--- config.mk ---
export PLATFORM = sky130hd
export DESIGN_NAME = result_writeback_unit
export DESIGN_NICKNAME = d
export VERILOG_FILES = /design/src/rtl/result_writeback_unit.sv
export SDC_FILE = /design/constraint.sdc
export NUM_CORES = 1
export LEC_CHECK = 0
export ABC_AREA = 1
export CORE_MARGIN = 1.5
export CORE_UTILIZATION = 23
export CTS_CLUSTER_SIZE = 10
export DETAILED_ROUTE_END_ITERATION = 7
export SETUP_SLACK_MARGIN = 0.3
export SLEW_MARGIN = 20
export SYNTH_ARGS = -nofsm -noshare
export SYNTH_HDL_FRONTEND = slang
export SYNTH_SLANG_ARGS = --single-unit
--- constraint.sdc ---
create_clock -name clk -period 1.18 [get_ports clk]
set_input_delay 0.236 -clock clk [delete_from_list [all_inputs] [get_ports clk]]
set_output_delay 0.236 -clock clk [all_outputs]
set_load 0.02 [all_outputs]
--- src/rtl/result_writeback_unit.sv ---
// ----------------------------------------------------------------------------
// result_writeback_unit
//
// Purpose:
//   Takes a stream of compute results over a valid/ready handshake and writes
//   one frame of 2^BRAM_DEPTH words into the result BRAM.
//   - Words land at addresses 0, 1, ... N-1, in order.
//   - A one-cycle done pulse tells the top-level controller the frame is
//     complete.
//
// Ports:
//   clk        system clock; all logic is on the rising edge
//   reset_n    asynchronous active-low reset
//   start      one-cycle request to begin a frame (honoured only in IDLE)
//   flush      abort the current frame and return to IDLE
//   in_valid   a result word is present on in_data
//   in_data    result word
//   in_ready   unit accepts a word this cycle (state WRITE)
//   bram_we    BRAM write enable
//   bram_addr  BRAM write address
//   bram_din   BRAM write data
//   busy       a frame is in progress (state WRITE)
//   done       one-cycle pulse while the last word is being written
//   drop_err   sticky flag: a word was offered while the unit was not accepting
// ----------------------------------------------------------------------------
module result_writeback_unit #(
    parameter int BRAM_DEPTH = 2,
    parameter int DATA_WIDTH = 16
) (
    input  logic                  clk,
    input  logic                  reset_n,
    input  logic                  start,
    input  logic                  flush,
    input  logic                  in_valid,
    input  logic [DATA_WIDTH-1:0] in_data,
    output logic                  in_ready,
    output logic                  bram_we,
    output logic [BRAM_DEPTH-1:0] bram_addr,
    output logic [DATA_WIDTH-1:0] bram_din,
    output logic                  busy,
    output logic                  done,
    output logic                  drop_err
);

    localparam logic [BRAM_DEPTH-1:0] LAST_ADDR = '1;

    typedef enum logic [1:0] {
        ST_IDLE  = 2'd0,
        ST_WRITE = 2'd1,
        ST_DONE  = 2'd2
    } state_t;

    state_t                state;
    state_t                state_next;
    logic [BRAM_DEPTH-1:0] wr_ptr;
    logic [BRAM_DEPTH-1:0] wr_ptr_next;
    logic                  accept;
    logic                  start_taken;

    // in_ready depends only on the state register.
    // accept therefore never feeds back into the handshake.
    assign accept      = (state == ST_WRITE) && in_valid;
    assign start_taken = (state == ST_IDLE) && start && !flush;

    assign in_ready = (state == ST_WRITE);
    assign busy     = (state == ST_WRITE);
    assign done     = (state == ST_DONE);

    // Next-state and pointer logic.
    // flush overrides everything: it also kills an accept in the same cycle.
    always_comb begin
        state_next  = state;
        wr_ptr_next = wr_ptr;
        if (flush) begin
            state_next  = ST_IDLE;
            wr_ptr_next = '0;
        end else begin
            case (state)
                ST_IDLE: begin
                    if (start) begin
                        state_next  = ST_WRITE;
                        wr_ptr_next = '0;
                    end
                end
                ST_WRITE: begin
                    if (accept) begin
                        wr_ptr_next = wr_ptr + BRAM_DEPTH'(1);
                        if (wr_ptr == LAST_ADDR) begin
                            state_next = ST_DONE;
                        end
                    end
                end
                ST_DONE: begin
                    state_next = ST_IDLE;
                end
                default: begin
                    state_next  = ST_IDLE;
                    wr_ptr_next = '0;
                end
            endcase
        end
    end

    always_ff @(posedge clk or negedge reset_n) begin
        if (!reset_n) begin
            state  <= ST_IDLE;
            wr_ptr <= '0;
        end else begin
            state  <= state_next;
            wr_ptr <= wr_ptr_next;
        end
    end

    // Write port: an accepted word reaches the BRAM exactly one cycle later.
    // Address and data hold their last value when nothing is written.
    always_ff @(posedge clk or negedge reset_n) begin
        if (!reset_n) begin
            bram_we   <= 1'b0;
            bram_addr <= '0;
            bram_din  <= '0;
        end else begin
            bram_we <= accept && !flush;
            if (accept && !flush) begin
                bram_addr <= wr_ptr;
                bram_din  <= in_data;
            end
        end
    end

    // Sticky drop flag.
    // An honoured start opens a fresh frame, so it clears the flag even if a
    // word is also being offered in that cycle.
    always_ff @(posedge clk or negedge reset_n) begin
        if (!reset_n) begin
            drop_err <= 1'b0;
        end else if (start_taken) begin
            drop_err <= 1'b0;
        end else if (in_valid && (state != ST_WRITE)) begin
            drop_err <= 1'b1;
        end
    end

endmodule

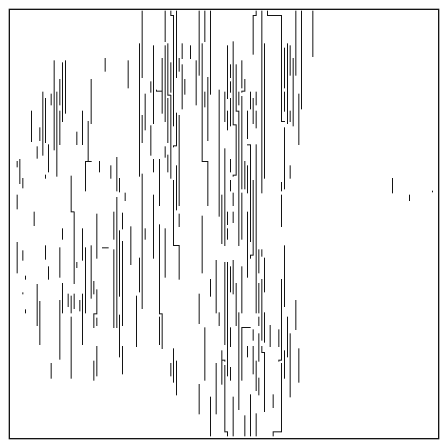
Fig. 1. M2 wires.
The layer holds 54% of the routed length. The wires run mostly vertical. The layer carries 1,520 µm of wire.
GR Layer Usage met2: 0.2126
Vias: 986
routed wire length: 2.824 mm

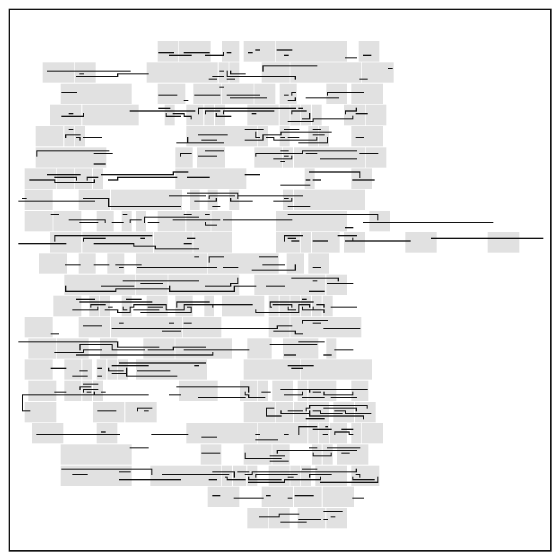
Fig. 2. M1 wires.
The wires run mostly horizontal. 179 nets have wire on it. The layer carries 1,160 µm of wire. The longest straight run is 21.2 µm.
GR Util met1: 0.1309

[cell type report]
| type | count | area share |
|---|---|---|
| repair inverters | 1 | 0.004513 |
| repair buffers | 74 | 0.3888 |
| multi-input cells | 78 | 0.2186 |
| well taps | 50 | 0.03224 |
| clock buffers | 4 | 0.02837 |
| inverters | 8 | 0.01805 |
| flip-flops and latches | 24 | 0.3095 |
[layer usage]
metal / share of wire / global-route usage / vias to the layer above
met2: 0.54 / 0.2126 / 24
met3: 0.046 / 0.02326 / 2
li1: - / - / 495
met1: 0.41 / 0.1309 / 465
met5: 0 / 0 / -
met4: 0.0035 / 0.01961 / 0
[cell families after synthesis]
family,synth area share
AND/OR/NAND/NOR,0.2928
flip-flops,0.5955
buffers and inverters,0.07817
AND-OR/OR-AND,0.02109
adder cells (fa/ha/maj),0.01240
==> flow_summary.toml <==
# implementation run metrics
[outcome]
run_status = "finished, violations left"
violations = "setup timing"

[placement]
dp_hpwl_mm = 1.795
routabilityCongestion = 0.7505
place_area_um2 = 1583

[sta]
fin_crit_ns = 1.332
tightestPinTransition_ns = 0.1949
holdWs_ns = 0.3154
final.setup.worst_slack_ns = -0.1521
tns_ns = -2.696
fmax_mhz = 750.7
finalSetupViolCount = 24
finalClockPeriodUsage = 1.129
relSlewSlack = 0.8699

[worst_setup_path]
reg2reg_depth = 8
rr_endpoint = "bram_din[11]"
crit_path_start_kind = "register"
cp.required_ns = 0.94
r2r_start = "state[1]"
end_kind = "primary output"
cp.depth = 4
cp_max_fo = 3
cp_cell_sequence = "buf_4 -> inv_2 -> nor2_2 -> buf_6"
reg2reg_slack_ns = -0.14
crit_slowest_cell = "dfrtp_1"

[power_and_ir_drop]
leakagePower_nw = 1.001
powerDensity_nw_per_um2 = 1660
switching_share = 0.3332
top_power_group = "combinational logic"
netSwitchingPower_w = 0.001074
peakVddDrop_uv = 814.5

[synthesis]
syn-instance-count = 115
top_area_cell = "dfrtp_1"
top_cells_by_count = "nand2_1 (58), dfrtp_1 (24), inv_1 (8)"
ff_type = "dfrtp_1"
ys_cells = 115
synth.top_cell.area_share = 0.5955
synth_cell_types = 16
syn_nets = 137

[layout]
layout.cells.most_common_list = "nand2_1 (42), buf_4 (26), dfrtp_1 (24), buf_6 (23), clkdlybuf4s50_1 (20)"
nFillCells = 384
seq_area_um2 = 600.6
largest_register_ff_count = 16
post-route-util = 0.4716
final_cells = 239
logic_area_um2 = 424.2
regMostFlops = "bram_din"
drive_gt1_frac = 0.4709

[global_route]
grt_overflow = 0
grt_max_degree = 25
grt_pass1_wl_mm = 4.595
grt_antenna_before_repair = 0
grt_util_all_layers = 0.1123

[flow_run]
max-cap-violations = 0
warning_count = 29

[clocking]
root_buffer = "clkbuf_8"
htreeDepth = 1
postCtsSetupBuffers = 12
clock_latency_ns = 0.26

[route]
wire_per_inst_um = 11.82
dr.pass1.iters = 4
drtIter0Drc = 14

[floorplanning]
die_area_um2 = 4791
std_cell_rows = 23
die_y_um = 69.22
